`src/rtl/mult_arbiter.sv`:
```
// Round-robin arbiter sharing one multiplier/result-memory block between two
// requesters; caps issue at DEPTH products and routes read-back beats to their owner.
module mult_arbiter #(
  parameter int N          = 32,
  parameter int DEPTH      = 64,
  parameter int AUTO_DRAIN = 1
) (
  input  logic          CLK,
  input  logic          rst_n,
  input  logic          req0,
  input  logic [15:0]   a0,
  input  logic [15:0]   b0,
  output logic          gnt0,
  input  logic          req1,
  input  logic [15:0]   a1,
  input  logic [15:0]   b1,
  output logic          gnt1,
  input  logic          drain_req,
  output logic          rsp0_valid,
  output logic          rsp1_valid,
  output logic [N-1:0]  rsp_data,
  input  logic          mult_rdy,
  output logic          mult_en,
  output logic [15:0]   mult_in0,
  output logic [15:0]   mult_in1,
  output logic          block_read_en,
  input  logic          mem_valid,
  input  logic [N-1:0]  mem_data,
  output logic          drain_busy
);

  localparam int AW = (DEPTH > 1) ? $clog2(DEPTH) : 1;
  localparam int CW = $clog2(DEPTH + 1);

  typedef enum logic [1:0] {
    ISSUE = 2'd0,
    FULL  = 2'd1,
    DRAIN = 2'd2
  } state_t;

  state_t           state_r, state_s;
  logic [CW-1:0]    issue_cnt_r, issue_cnt_s;
  logic [AW-1:0]    beat_cnt_r, beat_cnt_s;
  logic [DEPTH-1:0] owner_r, owner_s;
  logic             rr_ptr_r, rr_ptr_s;

  logic             can_issue_s;
  logic             winner_s;
  logic             grant_s;
  logic             beat_s;
  logic             beat_owner_s;

  // Arbitration and read-back routing; grants are masked while reset is held
  always_comb begin
    can_issue_s  = rst_n && (state_r == ISSUE) && mult_rdy && (issue_cnt_r < CW'(DEPTH));
    winner_s     = 1'b0;
    if (req0 && req1) begin
      winner_s = rr_ptr_r;
    end else begin
      winner_s = req1;
    end
    grant_s      = can_issue_s && (req0 || req1);
    beat_s       = ((state_r == FULL) || (state_r == DRAIN)) && mem_valid;
    beat_owner_s = owner_r[beat_cnt_r];
  end

  // Next-state, counter and ownership-bitmap update
  always_comb begin
    state_s     = state_r;
    issue_cnt_s = issue_cnt_r;
    beat_cnt_s  = beat_cnt_r;
    owner_s     = owner_r;
    rr_ptr_s    = rr_ptr_r;
    case (state_r)
      ISSUE: begin
        if (grant_s) begin
          owner_s[issue_cnt_r[AW-1:0]] = winner_s;
          issue_cnt_s = issue_cnt_r + CW'(1);
          rr_ptr_s    = ~winner_s;
          if (issue_cnt_r == CW'(DEPTH - 1)) begin
            state_s = FULL;
          end else begin
            state_s = ISSUE;
          end
        end else begin
          state_s = ISSUE;
        end
      end
      FULL, DRAIN: begin
        if (beat_s) begin
          if (beat_cnt_r == AW'(DEPTH - 1)) begin
            issue_cnt_s = {CW{1'b0}};
            beat_cnt_s  = {AW{1'b0}};
            owner_s     = {DEPTH{1'b0}};
            state_s     = ISSUE;
          end else begin
            beat_cnt_s  = beat_cnt_r + AW'(1);
            state_s     = DRAIN;
          end
        end else begin
          state_s = state_r;
        end
      end
      default: begin
        state_s = ISSUE;
      end
    endcase
  end

  // State, counters, bitmap and round-robin pointer
  always_ff @(posedge CLK or negedge rst_n) begin
    if (!rst_n) begin
      state_r     <= ISSUE;
      issue_cnt_r <= {CW{1'b0}};
      beat_cnt_r  <= {AW{1'b0}};
      owner_r     <= {DEPTH{1'b0}};
      rr_ptr_r    <= 1'b0;
    end else begin
      state_r     <= state_s;
      issue_cnt_r <= issue_cnt_s;
      beat_cnt_r  <= beat_cnt_s;
      owner_r     <= owner_s;
      rr_ptr_r    <= rr_ptr_s;
    end
  end

  // Output drive; handshake and routing are same-cycle by design
  always_comb begin
    gnt0          = grant_s && !winner_s;
    gnt1          = grant_s && winner_s;
    mult_en       = grant_s;
    mult_in0      = 16'd0;
    mult_in1      = 16'd0;
    if (grant_s) begin
      mult_in0 = winner_s ? a1 : a0;
      mult_in1 = winner_s ? b1 : b0;
    end else begin
      mult_in0 = 16'd0;
      mult_in1 = 16'd0;
    end
    block_read_en = (state_r == FULL) && ((AUTO_DRAIN != 0) || drain_req);
    drain_busy    = (state_r != ISSUE);
    rsp0_valid    = beat_s && !beat_owner_s;
    rsp1_valid    = beat_s && beat_owner_s;
    rsp_data      = beat_s ? mem_data : {N{1'b0}};
  end

  mult_arbiter_chk u_chk (
    .clk        (CLK),
    .rst_n      (rst_n),
    .gnt0       (gnt0),
    .gnt1       (gnt1),
    .mult_en    (mult_en),
    .rsp0_valid (rsp0_valid),
    .rsp1_valid (rsp1_valid),
    .drain_busy (drain_busy)
  );

endmodule

// Handshake invariants of the arbiter outputs.
module mult_arbiter_chk (
  input logic clk,
  input logic rst_n,
  input logic gnt0,
  input logic gnt1,
  input logic mult_en,
  input logic rsp0_valid,
  input logic rsp1_valid,
  input logic drain_busy
);

  a_gnt_onehot: assert property (@(posedge clk) disable iff (!rst_n) !(gnt0 && gnt1));
  a_rsp_onehot: assert property (@(posedge clk) disable iff (!rst_n) !(rsp0_valid && rsp1_valid));
  a_en_is_gnt:  assert property (@(posedge clk) disable iff (!rst_n) mult_en == (gnt0 || gnt1));
  a_busy_nognt: assert property (@(posedge clk) disable iff (!rst_n) !(drain_busy && (gnt0 || gnt1)));

endmodule

```
`config.mk`:
```
export PLATFORM = sky130hd
export DESIGN_NAME = mult_arbiter
export DESIGN_NICKNAME = d
export VERILOG_FILES = /design/src/rtl/mult_arbiter.sv
export SDC_FILE = /design/constraint.sdc
export NUM_CORES = 1
export LEC_CHECK = 0
export CAP_MARGIN = 10
export CORE_MARGIN = 2
export CORE_UTILIZATION = 25
export DETAILED_ROUTE_END_ITERATION = 6
export DONT_BUFFER_PORTS = 1
export HOLD_SLACK_MARGIN = 0.15
export PLACE_DENSITY_LB_ADDON = 0.3
export SYNTH_ARGS = -nofsm -noshare
export SYNTH_HDL_FRONTEND = slang
export SYNTH_SLANG_ARGS = --single-unit
```
`constraint.sdc`:
```
create_clock -name CLK -period 4 [get_ports CLK]
set_input_delay 0.8 -clock CLK [delete_from_list [all_inputs] [get_ports CLK]]
set_output_delay 0.8 -clock CLK [all_outputs]
set_load 0.01 [all_outputs]
```
Figure 1. Clock wires, drivers and flops (run 1).
The bar under the picture is 50 um long.
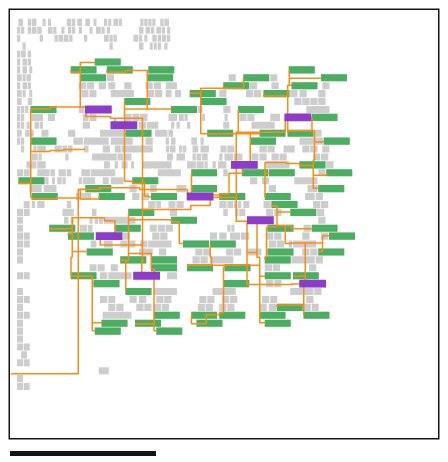
legend:
  clock-net drivers:
    colour: purple
    count: 9
  flip-flops:
    colour: green
    count: 80
  clock wires:
    colour: orange
    length: 1230 um
routed clock nets: 10
clk_skew: 9.68 ps
clock network power: 0.905 mW
clock network power share: 36.3%

Figure 2. The clock network (run 1).
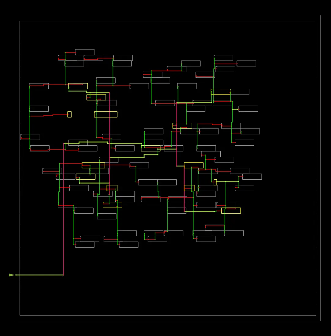
registers: 80
clock latency on the worst-skew pair: 340 ps
CTS Sinks: 80

==> flow_metrics.py, run 1 <==
# Auto-generated metrics
metrics = {
    "clocking": {
        "cts_tree": "yes",
        "numCtsBuffers": 9,
        "cts_root_buf": "clkbuf_16",
        "postCtsSetupBuffers": 0,
        "cts_max_level": 3,
        "clk_pin_slew_ps": 60,
        "cts_max_path_buffers": 2,
    },
    "critical_path": {
        "r2r_cells": 7,
        "reg2reg_slack_ps": 640,
        "crit_required_ps": 3200,
        "worst-path-max-fanout": 13,
        "critPathArrivalTime_ps": 2640,
        "critPathKind": "reg -> out",
        "r2r-end": "issue_cnt_r[5]",
        "critPathCaptureType": "output port",
        "startpoint_type": "flip-flop",
        "r2r-start": "beat_cnt_r[1]",
    },
    "min_path": {
        "min_path_type": "in -> async",
    },
    "grt": {
        "top_usage_layer": "met2",
        "antenna_found_initial": 1,
        "met2_usage_pct": 23.3,
        "grt_pass1_wl_mm": 22.2,
        "gr-total-overflow": 0,
        "gr-usage-met1_pct": 15.5,
        "grt_pass1_vias": 3866,
        "grt_max_degree": 80,
        "use_met3_pct": 2.39,
        "track_usage_pct": 13.3,
    },
    "route": {
        "drt_first_iter_violations": 383,
        "viasPerCell": 5.37,
        "ant_nets": 0,
        "wl_per_cell_um": 18.8,
        "wirelength_mm": 14.6,
        "vias": 4156,
        "drtPass1Iterations": 5,
        "drc_errors": 0,
    },
    "timing": {
        "period_used_pct": 86.1,
        "rsz0062_at_grt": "false",
        "finalHoldViolCount": 0,
        "setup_viol": 0,
        "period_needed_ps": 3440,
        "drv_slew": 0,
        "slew_headroom_pct": 45.9,
        "setup-tns-final_ps": 0,
        "max_freq_mhz": 290,
        "tightestPinTransition_ps": 812,
    },
    "yosys": {
        "area_leaders": "dfrtp_1 39%, o31ai_1 9.5%, o211ai_1 9.4%",
        "syn-cell-area_um2": 5120,
        "ys_seq_share_pct": 39.1,
        "synth_area_per_cell_um2": 9.47,
        "synth_flop_count": 80,
        "synthArstFlopShare_pct": 100,
        "top_area_cell": "dfrtp_1",
        "flop_cell": "dfrtp_1",
        "synth-edff-count": 0,
        "syn_inst": 540,
        "ys_cells": 540,
        "synthDistinctLibCells": 47,
        "top_cells_by_count": "84 x nand2_1, 80 x dfrtp_1, 65 x o31ai_1",
        "synth_nets": 648,
        "ys_area_um2": 5120,
        "top_cell": "nand2_1",
        "ys_warn_count": 0,
        "top_cell_area_share_pct": 39.1,
    },
    "pwr": {
        "cellLeakagePower_nw": 2.33,
        "total_power_mw": 2.49,
        "vdd_drop_max_mv": 0.253,
        "powerDensity_nw_per_um2": 447,
    },
    "finish": {
        "fin_cells": 774,
        "finish.instance_area_um2": 5580,
        "drive_gt1_share_pct": 11.9,
        "syn2layout_area_growth_pct": 9.15,
        "fin_nets": 607,
    },
    "placed_design": {
        "placed_cells": 756,
        "port_buffers": 0,
        "place.gp.congestion": 0.772,
        "place_area_um2": 5220,
        "hpwl_mm": 9.85,
    },
    "run": {
        "cap_viol_max_count": 0,
        "tool_warnings": 29,
    },
    "die": {
        "initial_utilization_pct": 25.4,
        "chipArea_um2": 21600,
        "ios": 174,
        "die.size.y_um": 147,
        "die_width_um": 147,
        "num_rows": 52,
    },
    "status": {
        "outcome": "finished, final reports clean",
    },
}
Figure 3. Placed cells, one colour a class (run 1).
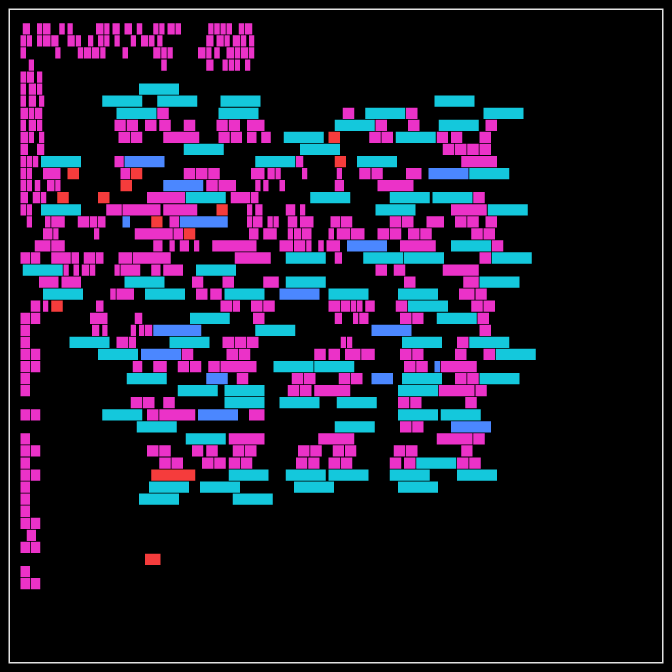
legend:
  remaining buffers and delay cells:
    colour: red
    cells: 13
    share_of_their_area: 2.3%
  remaining logic cells:
    colour: magenta
    cells: 395
    share_of_their_area: 53%
  registers:
    colour: cyan
    cells: 80
    share_of_their_area: 38%
  clock drivers and dummy loads:
    colour: blue
    cells: 15
    share_of_their_area: 6.1%
core area: 20200 um^2
fraction of area in registers: 35.9%

Figure 4. Sequential cells grouped by signal name (run 1).
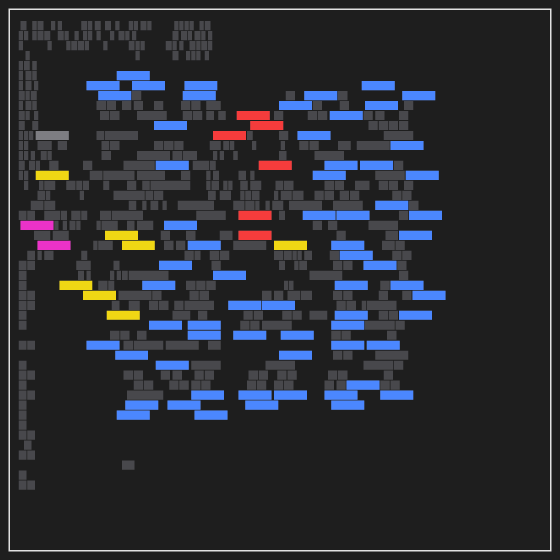
legend:
  `state_r`:
    colour: magenta
    flops: 2
  `owner_r`:
    colour: blue
    flops: 64
  `beat_cnt_r`:
    colour: red
    flops: 6
    where: top centre
  `issue_cnt_r`:
    colour: yellow
    flops: 7
    where: middle left
Final Core Density: 27.7%
register area: 2000 um^2
Seq. pwr: 1.01 mW

==> run 1: state kept, by name (all words and copies together), names as in the netlist <==
| register | count |
|---|---|
| beat_cnt_r | 6 |
| issue_cnt_r | 7 |
| owner_r | 64 |
| rr_ptr_r | 1 |
| state_r | 2 |
==> run 1: how the worst max path moves through the flow <==
stage / startpoint / endpoint / slack [ps] / cells after the start
floorplan: beat_cnt_r[0] / rsp0_valid / 1240 / 7
global placement: beat_cnt_r[1] / issue_cnt_r[5] / 660 / 7
detailed placement: beat_cnt_r[1] / issue_cnt_r[5] / 650 / 7
CTS: beat_cnt_r[0] / rsp0_valid / 470 / 6
global route: beat_cnt_r[0] / rsp0_valid / 350 / 6
finish: beat_cnt_r[0] / rsp0_valid / 560 / 6
==> run 1: placed cells by master, fill, tap and decap left out, drive strengths merged, types with 2 or more instances in the layout <==
cell	synthesis	layout
dfrtp	80	80
a21oi	36	36
buf	37	12
clkbuf	28	12
xnor2	2	2
or3	3	3
nand2	84	84
xor2	2	2
mux2i	6	6
nand4	4	4
mux2	5	5
nand3b	3	3
o31ai	65	65
ha	5	5
and3	34	34
inv	9	9
nor2b	3	3
bufinv	0	2
o21ai	8	8
and2	4	4
nand3	8	8
a22o	2	2
nor2	10	10
a21boi	2	2
nand2b	2	2
or2	2	2
o211ai	64	64
mux4	15	15
nand4b	4	4
==> run 1: stage by stage <==
step,hold slack [ps],setup WS [ps]
after floorplan,457,1240
after global placement,502,655
after detailed placement,493,648
after CTS,376,469
after global routing,383,350
final,351,555
==> run 1: what timing repair did <==
action	4_1_cts	5_1_grt
hold buffers	2	0
setup endpoints to repair	0	0
gates resized	0	0
hold endpoints to repair	79	0
==> run 1: worst max-delay path, stage by stage (launching register included) <==
cell and delay (ps):
dfrtp_1 590, buf_4 330, mux4_2 540, mux2i_1 250, a221oi_1 140, a32oi_1 210
and2_1 240
==> run 1: cells by family (layout without fill, tap and decap cells) <==
group	count (synthesis)	in the layout	share of synthesized area, %
AND-OR/OR-AND	186	186	25.6
XOR/XNOR	4	4	0.685
adder cells (fa/ha/maj)	5	5	1.22
buffers and inverters	74	37	7.09
flip-flops	80	80	39.1
multiplexers	26	26	8.88
other	0	1	0
AND/OR/NAND/NOR	165	165	17.4
==> run 1: metal layers <==
| metal | share of wire [%] | vias up | wire length [um] |
|---|---|---|---|
| li1 | - | 1950 | - |
| met1 | 39 | 1996 | 5640 |
| met4 | 4.3 | 0 | 631 |
| met2 | 51 | 184 | 7430 |
| met5 | 0 | - | 0 |
| met3 | 5.8 | 26 | 844 |
==> run 1: final cells by class <==
class	count	area [um^2]
fillers	2141	14600
multi-input cells	386	2770
flip-flops and latches	80	2000
well taps	270	338
clock buffers	12	256
repair buffers	13	120
clock inverters	3	65.1
inverters	9	33.8
diodes	1	2.50
==> run 1: power by group <==
part / switching (mW) / internal, mW / leakage (nW)
Clock: 0.328 / 0.577 / 0.159
Combinational: 0.366 / 0.212 / 1.08
Sequential: 0.0996 / 0.911 / 1.09
Total: 0.794 / 1.70 / 2.33
Figure 5. Gate families picked out (run 1).
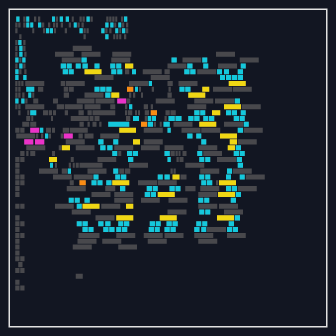

## Run 2: what changed since run 1
--- a/config.mk
+++ b/config.mk
@@ -9,7 +9,6 @@
 export CORE_MARGIN = 2
 export CORE_UTILIZATION = 25
 export DETAILED_ROUTE_END_ITERATION = 6
-export DONT_BUFFER_PORTS = 1
 export HOLD_SLACK_MARGIN = 0.15
 export PLACE_DENSITY_LB_ADDON = 0.3
 export SYNTH_ARGS = -nofsm -noshare
Figure 6. Gate families picked out (run 2).
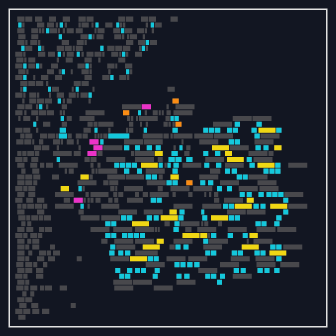
legend:
  fa/ha/maj cells:
    colour: magenta
    cells: 5
    most_used: ha_1
    where: middle left
  mux cells:
    colour: yellow
    cells: 26
    most_used: mux4_2
  xor and xnor cells:
    colour: orange
    cells: 4
  aoi and oai cells:
    colour: cyan
    cells: 182
    most_used: o31ai_1
    where: widely spread

==> flow_metrics.py, run 2 <==
# Auto-generated metrics
metrics = {
    "grt": {
        "gr-total-overflow": 0,
        "grt_pass1_vias": 4819,
        "antenna_found_initial": 0,
        "track_usage_pct": 15.8,
        "grt_pass1_wl_mm": 26.9,
    },
    "die": {
        "num_rows": 52,
        "die.size.y_um": 147,
        "core_um2": 20200,
        "chipArea_um2": 21600,
        "initial_utilization_pct": 25.4,
    },
    "yosys": {
        "synth_nets": 648,
        "synthDistinctLibCells": 47,
        "top_area_cell": "dfrtp_1",
        "synth-edff-count": 0,
        "syn_inst": 540,
        "ys_warn_count": 0,
        "top_cells_by_count": "84 x nand2_1, 80 x dfrtp_1, 65 x o31ai_1",
        "top_cell_area_share_pct": 39.1,
        "ys_seq_share_pct": 39.1,
        "ys_area_um2": 5120,
        "adder_share_pct": 1.22,
        "ys_cells": 540,
        "synthArstFlopShare_pct": 100,
        "flop_cell": "dfrtp_1",
        "synth-simple-area-share_pct": 17.4,
    },
    "clocking": {
        "clk_pin_slew_ps": 60,
        "clock_sinks": 80,
        "cts_max_level": 3,
        "cts_root_buf": "clkbuf_16",
        "insertion_delay_ps": 340,
    },
    "timing": {
        "drv_slew": 0,
        "setup_viol": 0,
        "max_freq_mhz": 262,
        "rsz0062_at_grt": "false",
        "setup-tns-final_ps": 0,
        "slew_headroom_pct": 51.7,
        "fin_skew_ps": 8.92,
        "period_needed_ps": 3810,
        "tightestPinTransition_ps": 725,
        "finalHoldViolCount": 0,
        "worst_slack_ps": 188,
    },
    "finish": {
        "regArea_um2": 2000,
        "syn2layout_area_growth_pct": 43.7,
        "largest_register_ffs": 64,
        "largest-register": "owner_r",
        "finish.instance_area_um2": 7350,
        "drive_gt1_share_pct": 10.5,
        "fillers": 2114,
        "comb_area_um2": 2770,
        "reg_top3": "owner_r (64), issue_cnt_r (7), beat_cnt_r (6)",
        "lay_top_count": "clkdlybuf4s50_1",
        "mostFrequentLayoutCells": "171 x clkdlybuf4s50_1, 83 x nand2_1, 79 x dfrtp_1",
    },
    "critical_path": {
        "critPathCaptureType": "output port",
        "crit_path_max_incr_delay_ps": 530,
        "r2r-start": "state_r[0]",
        "crit_required_ps": 3200,
        "worst-path-max-fanout": 11,
        "critPathArrivalTime_ps": 3010,
        "startpoint_type": "flip-flop",
        "worstPathCellList": "buf_4, mux4_2, mux2i_1, a221oi_1, a32oi_1, and2_1, clkdlybuf4s50_1",
        "reg2reg_slack_ps": 1090,
        "cpMaxStageDelayCell": "dfrtp_2",
        "r2r_cells": 8,
    },
    "placed_design": {
        "place.gp.congestion": 0.766,
        "place_area_um2": 7050,
        "hpwl_mm": 11.7,
        "pre_cts_slack_ps": 329,
    },
    "route": {
        "drc_errors": 0,
        "viasPerCell": 5.00,
        "wirelength_mm": 16.8,
        "wl_per_cell_um": 17.6,
        "vias": 4777,
        "ant_nets": 0,
    },
    "status": {
        "outcome": "finished, final reports clean",
    },
    "pwr": {
        "vdd_drop_max_mv": 0.201,
        "cellLeakagePower_nw": 3.00,
        "powerDensity_nw_per_um2": 355,
    },
    "run": {
        "tool_warnings": 29,
    },
}
[run 2: repair_timing]
item                       in CTS  in global routing
setup endpoints to repair       1                  0
resized                         1                  0
hold buffers                    0                  0
buffers inserted                0                  0
[run 2: critical path: cells and delay by family, from the launching register on]
family                 cells  cell delay, ps
AND-OR/OR-AND              2             380
buffers and inverters      2             800
flip-flops                 1             530
multiplexers               2             760
AND/OR/NAND/NOR            1             190
[run 2: how the worst max path moves through the flow]
stage                 endpoint  depth (start not counted)          start  slack [ps]
global placement    rsp0_valid                          7  beat_cnt_r[0]         350
global route        rsp0_valid                          7  beat_cnt_r[0]          40
finish              rsp0_valid                          7  beat_cnt_r[0]         190
floorplan           rsp0_valid                          7  beat_cnt_r[0]        1240
detailed placement  rsp0_valid                          7  beat_cnt_r[0]         330
CTS                 rsp0_valid                          7  beat_cnt_r[0]         120
[run 2: metrics by stage]
stage	util (%)	power (mW)	std cells	hold slack, ps
5_1_grt	36.4	2.76	955	500
3_5_place_dp	35.0	1.78	939	482
2_1_floorplan	-	1.48	540	457
4_1_cts	36.4	2.64	955	496
3_3_place_gp	35.0	1.77	939	478
6_report	36.4	2.61	955	495
[run 2: metal layers]
| layer | vias up | share of wire, % | global-route usage (%) |
|---|---|---|---|
| met3 | 12 | 7.6 | 4.41 |
| met2 | 182 | 50 | 26.5 |
| li1 | 2311 | - | - |
| met5 | - | 0 | 0 |
| met4 | 0 | 0.95 | 3.27 |
| met1 | 2272 | 41 | 20.4 |
[run 2: cell type report]
type                            instances  share of cell area [%]
Inverter                                9                   0.460
Clock inverter                          4                   0.715
Sequential cell                        80                    27.3
Multi-Input combinational cell        386                    37.6
Timing Repair Buffer                  194                    26.0
Tap cell                              270                    4.60
Clock buffer                           12                    3.35
[run 2: report_power, final]
group | switching, mW | total, mW | internal (mW)
registers | 0.103 | 1.01 | 0.911
logic | 0.395 | 0.752 | 0.357
clock network | 0.341 | 0.845 | 0.504
[run 2: cells by family (layout without fill, tap and decap cells)]
family                   after synthesis  count (layout)
multiplexers                          26              26
XOR/XNOR                               4               4
AND/OR/NAND/NOR                      165             165
adder cells (fa/ha/maj)                5               5
buffers and inverters                 74             219
flip-flops                            80              80
AND-OR/OR-AND                        186             186
Figure 7. Clock wires, drivers and flops (run 2).
The bar under the picture is 50 um long.
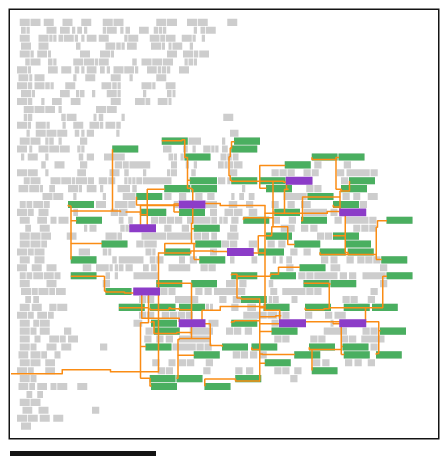

## Run 3: what changed since run 2
--- a/config.mk
+++ b/config.mk
@@ -6,8 +6,11 @@
 export NUM_CORES = 1
 export LEC_CHECK = 0
 export CAP_MARGIN = 10
+export CELL_PAD_IN_SITES_DETAIL_PLACEMENT = 0
+export CELL_PAD_IN_SITES_GLOBAL_PLACEMENT = 1
 export CORE_MARGIN = 2
 export CORE_UTILIZATION = 25
+export CTS_BUF_LIST = sky130_fd_sc_hd__clkbuf_2 sky130_fd_sc_hd__clkbuf_4 sky130_fd_sc_hd__clkbuf_8
 export DETAILED_ROUTE_END_ITERATION = 6
 export HOLD_SLACK_MARGIN = 0.15
 export PLACE_DENSITY_LB_ADDON = 0.3
Figure 8. Clock wires, drivers and flops (run 3).
The bar under the picture is 50 um long.
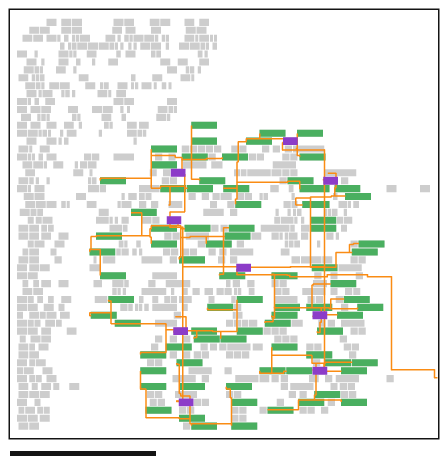
legend:
  flip-flops:
    colour: green
    count: 80
  clock-net drivers:
    colour: purple
    count: 9
  clock wires:
    colour: orange
    length: 1140 um
routed clock nets: 10

==> flow_metrics.py, run 3 <==
# Auto-generated metrics
metrics = {
    "yosys": {
        "flop_cell": "dfrtp_1",
        "synthArstFlopShare_pct": 100,
        "logic_family": "AND-OR/OR-AND gates",
        "syn-cell-area_um2": 5120,
        "adder_share_pct": 1.22,
        "area_leaders": "dfrtp_1 39%, o31ai_1 9.5%, o211ai_1 9.4%",
        "synth-edff-count": 0,
        "ys_cells": 540,
        "ys_area_um2": 5120,
        "synth_flop_count": 80,
        "syn_inst": 540,
        "synthDistinctLibCells": 47,
        "ys_seq_share_pct": 39.1,
        "top_cell": "nand2_1",
        "ys_warn_count": 0,
        "top_area_cell": "dfrtp_1",
        "xor_share_pct": 0.685,
        "ys_sh_mux_pct": 8.88,
        "synth-simple-area-share_pct": 17.4,
        "ys_sh_aoi_pct": 25.6,
        "synth_nets": 648,
        "top_cells_by_count": "84 x nand2_1, 80 x dfrtp_1, 65 x o31ai_1",
        "synth_area_per_cell_um2": 9.47,
        "top_cell_area_share_pct": 39.1,
    },
    "route": {
        "drt_first_iter_violations": 382,
        "drtPass1Iterations": 5,
        "ant_nets": 0,
        "wl_per_cell_um": 17.6,
        "wirelength_mm": 16.8,
        "drc_errors": 0,
        "viasPerCell": 5.01,
        "vias": 4785,
    },
    "placed_design": {
        "place.gp.congestion": 0.785,
        "place_area_um2": 7090,
        "port_buffers": 172,
        "hpwl_mm": 12.1,
    },
    "finish": {
        "finish.instance_area_um2": 7340,
        "syn2layout_area_growth_pct": 43.5,
        "largest_register_ffs": 64,
        "reg_top3": "owner_r (64), issue_cnt_r (7), beat_cnt_r (6)",
        "fin_nets": 789,
        "antenna_cells": 0,
        "drive_gt1_share_pct": 11.1,
        "mostFrequentLayoutCells": "171 x clkdlybuf4s50_1, 83 x nand2_1, 78 x dfrtp_1",
        "final_util_pct": 36.4,
        "lay_top_count": "clkdlybuf4s50_1",
        "largest-register": "owner_r",
    },
    "clocking": {
        "clk_pin_slew_ps": 80,
        "numCtsBuffers": 9,
        "cts_hold_buf": 0,
        "cts_max_level": 3,
        "cts_root_buf": "clkbuf_8",
        "cts_tree": "yes",
        "cts_max_path_buffers": 2,
        "clock_sinks": 80,
        "insertion_delay_ps": 370,
    },
    "die": {
        "num_rows": 52,
        "core_um2": 20200,
        "die_width_um": 147,
        "chipArea_um2": 21600,
        "initial_utilization_pct": 25.4,
        "ios": 174,
        "die.size.y_um": 147,
    },
    "critical_path": {
        "worst-path-max-fanout": 11,
        "critPathKind": "reg -> out",
        "critPathCaptureType": "output port",
        "cpMaxStageDelayCell": "dfrtp_4",
        "crit_path_max_incr_delay_ps": 590,
        "crit_required_ps": 3200,
        "startpoint_type": "flip-flop",
        "worstPathCellList": "buf_12, mux4_2, o22ai_1, o221ai_1, a32oi_1, and2_1, clkdlybuf4s50_1",
        "critPathArrivalTime_ps": 2980,
    },
    "grt": {
        "grt_pass1_vias": 4839,
        "grt_pass1_wl_mm": 26.4,
        "grt_max_degree": 51,
        "antenna_found_initial": 0,
        "track_usage_pct": 15.5,
        "gr-total-overflow": 0,
    },
    "timing": {
        "period_used_pct": 94.5,
        "drv_slew": 0,
        "period_needed_ps": 3780,
        "fin_hold_ws_ps": 503,
        "fin_skew_ps": 9.28,
        "setup-tns-final_ps": 0,
        "slew_headroom_pct": 54.8,
        "tightestPinTransition_ps": 675,
        "max_freq_mhz": 265,
        "finalHoldViolCount": 0,
        "setup_viol": 0,
        "rsz0062_at_grt": "false",
    },
    "pwr": {
        "total_power_mw": 2.50,
        "powerDensity_nw_per_um2": 341,
        "cellLeakagePower_nw": 2.99,
        "vdd_drop_max_mv": 0.115,
    },
    "run": {
        "tool_warnings": 29,
        "cap_viol_max_count": 0,
    },
    "status": {
        "outcome": "finished, final reports clean",
    },
    "min_path": {
        "min_path_type": "reg -> reg",
    },
}
## run 3: timing repair
action	in CTS	in global routing
resized	1	2
setup endpoints to repair	2	1
setup buffers	0	0
## run 3: worst max-delay path, delay by kind of cell (launching register included)
kind,cells,cell delay [ps]
DFF,1,590
muxes,1,500
AOI/OAI and AO/OA,3,620
and+or+nand+nor,1,180
buffers and inverters,2,720
## run 3: final cells by class
class | instances | area, um^2
Inverter | 9 | 33.8
Tap cell | 270 | 338
Fill cell | 2048 | 12800
Timing Repair Buffer | 195 | 1950
Clock buffer | 14 | 180
Multi-Input combinational cell | 386 | 2770
Clock inverter | 2 | 60.1
Sequential cell | 80 | 2010
## run 3: final timing paths
| kind | from | to | slack (ps) | cells after the start |
|---|---|---|---|---|
| min in group asynchronous | rst_n | owner_r[1] | 560 | 2 |
| worst max-delay path | beat_cnt_r[0] | rsp0_valid | 220 | 7 |
| max in group asynchronous | rst_n | owner_r[33] | 2460 | 3 |
| worst max register to register | state_r[0] | owner_r[54] | 1420 | 8 |
| worst min-delay path | issue_cnt_r[6] | issue_cnt_r[6] | 500 | 1 |
| worst min register to register | issue_cnt_r[6] | issue_cnt_r[6] | 500 | 1 |
## run 3: stage by stage
step	setup slack (ps)	cells
floorplan	1240	540
global placement	251	940
finish	221	956
global route	52.1	956
detailed placement	269	940
CTS	103	956
## run 3: power breakdown
part           switching [mW]  internal [mW]  leakage, nW  total (mW)
registers               0.108          0.911         1.08        1.02
logic                   0.397          0.369         1.79       0.766
clock network           0.298          0.417        0.124       0.716
total                   0.804           1.70         2.99        2.50
## run 3: kinds of logic (layout without fill, tap and decap cells)
| kind of cell | Yosys count | after routing |
|---|---|---|
| fa+ha+maj | 5 | 5 |
| buf+inv | 74 | 220 |
| mux | 26 | 26 |
| flops | 80 | 80 |
| xor+xnor | 4 | 4 |
| simple gates | 165 | 165 |
| compound gates | 186 | 186 |
## run 3: per-layer routing
metal,GRT usage (%),part of all wire [%]
met1,20.2,43
met2,25.8,49
met3,3.23,6.1
met4,5.19,1.9
met5,0,0
No activity file was given, so power comes from the tool's default toggle rates.
